### config.mk
export PLATFORM = sky130hd
export DESIGN_NAME = ex_hilo_unit
export DESIGN_NICKNAME = d
export VERILOG_FILES = /design/src/rtl/ex_hilo_unit_pkg.sv /design/src/rtl/ex_hilo_unit_mul_iter.sv /design/src/rtl/ex_hilo_unit.sv
export SDC_FILE = /design/constraint.sdc
export NUM_CORES = 1
export LEC_CHECK = 0
export ABC_AREA = 1
export ABC_CLOCK_PERIOD_IN_PS = 23000
export CORE_MARGIN = 5
export CORE_UTILIZATION = 65
export CTS_CLUSTER_DIAMETER = 30
export DETAILED_ROUTE_END_ITERATION = 10
export HOLD_SLACK_MARGIN = 0.03
export MAX_ROUTING_LAYER = met4
export PLACE_DENSITY = 0.9
export SYNTH_ARGS = -nofsm -noshare
export SYNTH_HDL_FRONTEND = slang
export SYNTH_SLANG_ARGS = --single-unit
### constraint.sdc
create_clock -name clk -period 23 [get_ports clk]
set_input_delay 5.75 -clock clk [delete_from_list [all_inputs] [get_ports clk]]
set_output_delay 5.75 -clock clk [all_outputs]
set_load 0.01 [all_outputs]
### src/rtl/ex_hilo_unit_pkg.sv
// Shared definitions for the EX-stage HI/LO unit.
// Holds the multiplier FSM state encoding, the default operand width,
// the multiply iteration count and the width of the iteration counter.
package ex_hilo_unit_pkg;

  typedef enum logic [1:0] {
    ST_IDLE = 2'd0,
    ST_MULT = 2'd1,
    ST_DONE = 2'd2
  } hilo_state_e;

  localparam int DATA_W_DEF = 32;

  // One shift-add iteration per operand bit.
  localparam int MULT_CYCLES = DATA_W_DEF;

  // Counter width for a given operand width (never narrower than 1 bit).
  function automatic int cnt_width(input int w);
    return (w > 1) ? $clog2(w) : 1;
  endfunction

  localparam int CNT_W = cnt_width(MULT_CYCLES);

endpackage

### src/rtl/ex_hilo_unit_mul_iter.sv
// Iterative signed multiplier datapath (shift-add on magnitudes).
// Ports:
//   clk, rst        - clock, asynchronous active-high reset
//   start           - latch operands and begin iterating
//   cancel          - abandon the multiply in progress
//   op1, op2        - signed multiplicand / multiplier (DATA_W bits)
//   done            - high during the final iteration cycle
//   product         - signed 2*DATA_W result, valid once iterating stops
module mul_iter
  import ex_hilo_unit_pkg::*;
#(
  parameter int DATA_W = DATA_W_DEF
) (
  input  logic                  clk,
  input  logic                  rst,
  input  logic                  start,
  input  logic                  cancel,
  input  logic [DATA_W-1:0]     op1,
  input  logic [DATA_W-1:0]     op2,
  output logic                  done,
  output logic [2*DATA_W-1:0]   product
);

  localparam int CW = cnt_width(DATA_W);
  localparam logic [CW-1:0] LAST_CNT = CW'(DATA_W - 1);

  logic                  running_reg;
  logic [2*DATA_W-1:0]   mcand_reg;
  logic [DATA_W-1:0]     mplier_reg;
  logic [2*DATA_W-1:0]   acc_reg;
  logic [CW-1:0]         cnt_reg;
  logic                  neg_reg;

  // Unsigned magnitudes; the most negative value maps to 2^(DATA_W-1),
  // which still fits as an unsigned DATA_W-bit number.
  logic [DATA_W-1:0] mag1;
  logic [DATA_W-1:0] mag2;
  assign mag1 = op1[DATA_W-1] ? (~op1 + 1'b1) : op1;
  assign mag2 = op2[DATA_W-1] ? (~op2 + 1'b1) : op2;

  always_ff @(posedge clk or posedge rst) begin
    if (rst) begin
      running_reg <= 1'b0;
      mcand_reg   <= '0;
      mplier_reg  <= '0;
      acc_reg     <= '0;
      cnt_reg     <= '0;
      neg_reg     <= 1'b0;
    end else if (start) begin
      running_reg <= 1'b1;
      mcand_reg   <= {{DATA_W{1'b0}}, mag1};
      mplier_reg  <= mag2;
      neg_reg     <= op1[DATA_W-1] ^ op2[DATA_W-1];
      acc_reg     <= '0;
      cnt_reg     <= '0;
    end else if (cancel) begin
      running_reg <= 1'b0;
    end else if (running_reg) begin
      if (mplier_reg[0]) begin
        acc_reg <= acc_reg + mcand_reg;
      end
      mcand_reg  <= mcand_reg << 1;
      mplier_reg <= mplier_reg >> 1;
      cnt_reg    <= cnt_reg + 1'b1;
      if (cnt_reg == LAST_CNT) begin
        running_reg <= 1'b0;
      end
    end
  end

  assign done    = running_reg && (cnt_reg == LAST_CNT);
  // acc holds the finished magnitude once iterating stops; sign is applied here.
  assign product = neg_reg ? (~acc_reg + 1'b1) : acc_reg;

endmodule

### src/rtl/ex_hilo_unit.sv
// EX-stage HI/LO unit: signed MULT via an iterative multiplier, the HI/LO
// registers, MTHI/MTLO writes and the MFHI/MFLO read mux.
// Ports:
//   clk, rst                      - clock, asynchronous active-high reset
//   exe_valid, exe_cancel         - EX instruction valid / flush
//   exe_mult/mthi/mtlo/mfhi/mflo  - decoded op flags
//   exe_operand1, exe_operand2    - operands (operand1 also feeds MTHI/MTLO)
//   exe_over                      - EX instruction may advance this cycle
//   mult_busy                     - multiplier in MULT or DONE
//   hilo_rdata                    - HI/LO read data for MFHI/MFLO
//   hi, lo                        - current register contents
module ex_hilo_unit
  import ex_hilo_unit_pkg::*;
#(
  parameter int DATA_W = DATA_W_DEF
) (
  input  logic              clk,
  input  logic              rst,
  input  logic              exe_valid,
  input  logic              exe_cancel,
  input  logic              exe_mult,
  input  logic              exe_mthi,
  input  logic              exe_mtlo,
  input  logic              exe_mfhi,
  input  logic              exe_mflo,
  input  logic [DATA_W-1:0] exe_operand1,
  input  logic [DATA_W-1:0] exe_operand2,
  output logic              exe_over,
  output logic              mult_busy,
  output logic [DATA_W-1:0] hilo_rdata,
  output logic [DATA_W-1:0] hi,
  output logic [DATA_W-1:0] lo
);

  hilo_state_e state_reg, state_next;

  logic [DATA_W-1:0]   hi_reg;
  logic [DATA_W-1:0]   lo_reg;
  logic                accept;
  logic                mul_cancel;
  logic                mul_done;
  logic [2*DATA_W-1:0] mul_product;

  assign accept     = (state_reg == ST_IDLE) && exe_valid && exe_mult && !exe_cancel;
  assign mul_cancel = (state_reg == ST_MULT) && exe_cancel;

  mul_iter #(
    .DATA_W (DATA_W)
  ) u_mul_iter (
    .clk     (clk),
    .rst     (rst),
    .start   (accept),
    .cancel  (mul_cancel),
    .op1     (exe_operand1),
    .op2     (exe_operand2),
    .done    (mul_done),
    .product (mul_product)
  );

  always_ff @(posedge clk or posedge rst) begin
    if (rst) begin
      state_reg <= ST_IDLE;
    end else begin
      state_reg <= state_next;
    end
  end

  always_comb begin
    state_next = state_reg;
    exe_over   = 1'b0;
    case (state_reg)
      ST_IDLE: begin
        // Everything except an accepted multiply completes in one cycle.
        exe_over = !accept;
        if (accept) begin
          state_next = ST_MULT;
        end
      end
      ST_MULT: begin
        // exe_valid is deliberately ignored here; only a flush aborts.
        if (exe_cancel) begin
          state_next = ST_IDLE;
        end else if (mul_done) begin
          state_next = ST_DONE;
        end
      end
      ST_DONE: begin
        exe_over   = 1'b1;
        state_next = ST_IDLE;
      end
      default: begin
        state_next = ST_IDLE;
      end
    endcase
  end

  assign mult_busy = (state_reg == ST_MULT) || (state_reg == ST_DONE);

  // Moves only act in IDLE; a mult flag (even if not accepted) masks them.
  always_ff @(posedge clk or posedge rst) begin
    if (rst) begin
      hi_reg <= '0;
      lo_reg <= '0;
    end else if (state_reg == ST_DONE) begin
      if (!exe_cancel) begin
        {hi_reg, lo_reg} <= mul_product;
      end
    end else if ((state_reg == ST_IDLE) && exe_valid && !exe_cancel && !exe_mult) begin
      if (exe_mthi) begin
        hi_reg <= exe_operand1;
      end else if (exe_mtlo) begin
        lo_reg <= exe_operand1;
      end
    end
  end

  always_comb begin
    hilo_rdata = '0;
    if (exe_mfhi) begin
      hilo_rdata = hi_reg;
    end else if (exe_mflo) begin
      hilo_rdata = lo_reg;
    end
  end

  assign hi = hi_reg;
  assign lo = lo_reg;

endmodule
==> results_slide.txt <==
Run Summary

Yosys
  • Synth Cell Area: 0.02018 mm²
  • Ys Warns: 0
  • Flip-flops with a built-in enable: 0
  • Yosys chip area: 0.02018 mm²
  • Unique cell types: 47
  • Ys flops: 233
  • Xor/xnor share: 1.042%
  • Top non-seq family: simple AND/OR/NAND/NOR gates
  • AO/OA Area Share: 12.64%
  • Syn_nets: 3591
  • Avg Cell Area, Syn: 5.855 µm²
  • Post-synth ARST share: 100.0%
  • Commonest flop: dfrtp_1
  • Area share, top type: 28.90%

Final layout
  • Fill cells: 2296
  • Area growth syn-to-layout: 19.31%
  • Post-layout nets: 3734
  • Final Core Density: 78.70%

GRT
  • Grt ovf: 0
  • Met1 Track Usage GR: 56.08%
  • Vias in the first global route: 23.41k
  • GR met2 Demand/Resource: 71.95%
  • First-pass GRT wire length: 126100 µm
  • GR Util met3: 11.71%
  • Initial antenna violation count: 6

Die
  • Width of the chip: 186.2 µm
  • FP Util: 65.96%
  • Core ar.: 0.03059 mm²
  • Die Span Y: 186.2 µm
  • Row cnt: 64

Pwr
  • Gate power share: 54.5%
  • Reg power frac: 23.0%
  • Switching share of total power: 50.66%
  • Clock power share: 22.6%
  • Leak Pwr: 12.87 nW

Clock network
  • Post-CTS sizing: 0
  • # Post-CTS Setup Buffers: 0
  • CTS hold repair buffers: 0
  • Clock-pin transition on the worst setup and hold timing paths: 0.05 ns
  • Clk buf depth: 3
  • Clock sink count: 233
  • Num CTS Buffers: 55
  • Htree depth: 2

Setup path
  • CP required: 17.25 ns
  • Crit start category: input pin
  • Crit-path most repeated cell: clkdlybuf4s50_1
  • CP endpoint kind: output pin
  • Slowest stage delay, CP: 1.04 ns
  • CP Buf/Inv Count: 3
  • Crit Path Class: in2out
  • CP top delay family: buffers and inverters
  • Worst-path cell chain: clkdlybuf4s50_1 -> clkinv_1 -> nand2_1 -> o22ai_1 -> clkdlybuf4s50_1
  • WP data arrival: 8.95 ns

Final timing
  • Fin. max-slew vios: 0
  • Fin Clk Skew: 0.02237 ns
  • Worst-Margin Slew: 1.184 ns
  • Final setup TNS: 0 ns
  • Setup violators final: 0
  • Final Hold Fails: 0
  • Final worst slack: 8.302 ns

Placement
  • Final Wtd Congestion: 1.131

Routing
  • Met3 wire len: 10390 µm
  • Met2 WL: 35780 µm
  • Via count: 24.82k
  • Via/cell ratio: 6.149
  • WL/cell: 20.50 µm
  • 1st-iter DRT viols: 3732
  • M1 wire length: 28440 µm
  • Routed WL: 82730 µm

Min path
  • Worst hold path class: reg2reg

Flow run
  • Number of max-cap violations: 0

Status
  • Status: completed
## path summary, 6_finish.rpt
path | startpoint | end | slack [ns] | cells past startpoint
hold / removal | u_mul_iter.mplier_reg[19] | u_mul_iter.mplier_reg[19] | 0.48 | 2
setup / recovery | exe_mfhi | hilo_rdata[1] | 8.30 | 5
setup reg to reg | state_reg[0] | u_mul_iter.acc_reg[48] | 19.44 | 12
max in group asynchronous | rst | u_mul_iter.acc_reg[33] | 15.82 | 3
min in group asynchronous | rst | lo[25] | 5.75 | 2
hold reg to reg | u_mul_iter.mplier_reg[19] | u_mul_iter.mplier_reg[19] | 0.48 | 2
## stage by stage
stage / hold slack [ns] / cell area [µm²]
3_5_place_dp: 0.4685 / 22120
5_1_grt: 0.5054 / 24070
4_1_cts: 0.4847 / 24060
6_report: 0.4846 / 24070
3_3_place_gp: 0.4623 / 22120
2_1_floorplan: 0.4492 / 20180
## synth_stat cells (28+ instances only)
cell type  count
a21oi_1      109
clkbuf_1      70
dfrtp_1      233
ha_1          71
inv_1        581
nand2_1     1183
nand3_1      311
nand4_1       33
nor2_1       383
nor3_1        28
o21ai_0      170
o21ai_1       35
o22ai_1       33
## layout make-up
type                    instances  area [µm²]  share of cell area, %
inverters                     590        2222                  9.231
diodes                          6       15.01                0.06237
multi-input cells            2525       11760                  48.85
clock buffers                  66        1488                  6.180
flip-flops and latches        233        5832                  24.23
well taps                     396       495.5                  2.058
clock inverters                36       455.4                  1.892
repair buffers                184        1807                  7.505
## power groups by stage
stage               clock (mW)  combinational (mW)  sequential [mW]
detailed placement           0                1.87            0.815
finish                   0.824                1.99            0.838
CTS                      0.818                1.91            0.816
global route             0.839                2.17            0.840
global placement             0                1.82            0.807
floorplan                    0                1.26            0.736
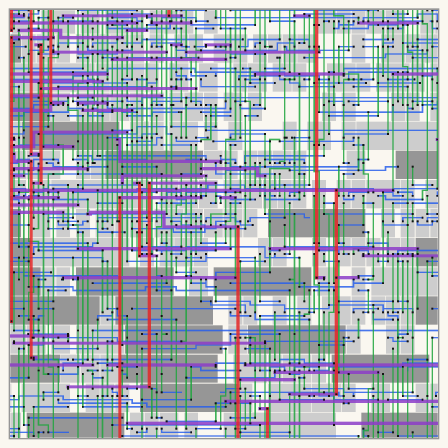
**Above:** layout detail.
Region (27, 120) to (67, 160) µm. Cells in gray, sequential cells in the stronger gray; small squares are vias.
M1 -> blue
M4 -> red
M3 -> purple
M2 -> green
netlist names of flops here include = u_mul_iter.mplier_reg (8), u_mul_iter.mcand_reg (4), u_mul_iter.acc_reg (3)
most frequent = nand2_1 (70), nand3_1 (22), inv_1 (19)
sequential cells in the window = 15
cells with their middle in the window = 195

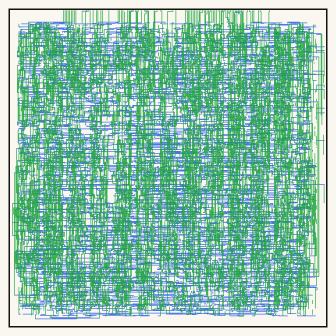
**Above:** wiring by layer.
Only two layers are drawn.
M1 -> blue  # wire length 28.4 mm
M2 -> green  # wire length 35.8 mm

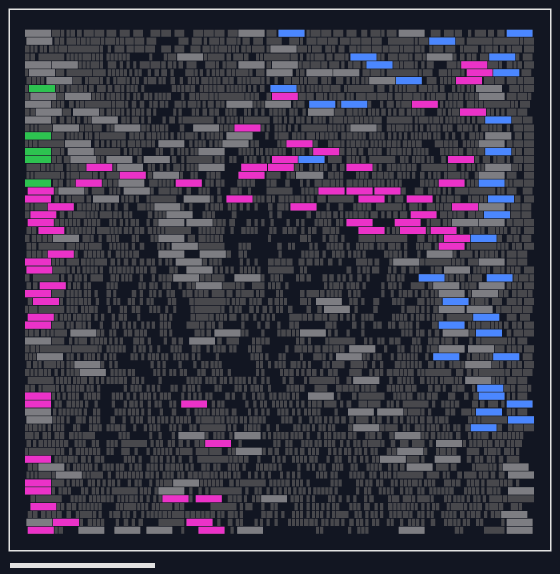
**Above:** sequential cells grouped by signal name.
The bar under the picture is 50 µm long. Other sequential cells in the stronger gray, the rest of the logic in the fainter gray.
lo -> blue  # sequential cells 32
u_mul_iter.mcand_reg -> magenta  # sequential cells 64, where spread over the die
u_mul_iter.cnt_reg -> green  # sequential cells 5, where north-west

Power figures rest on the tool's default switching activity, not on a simulated workload.
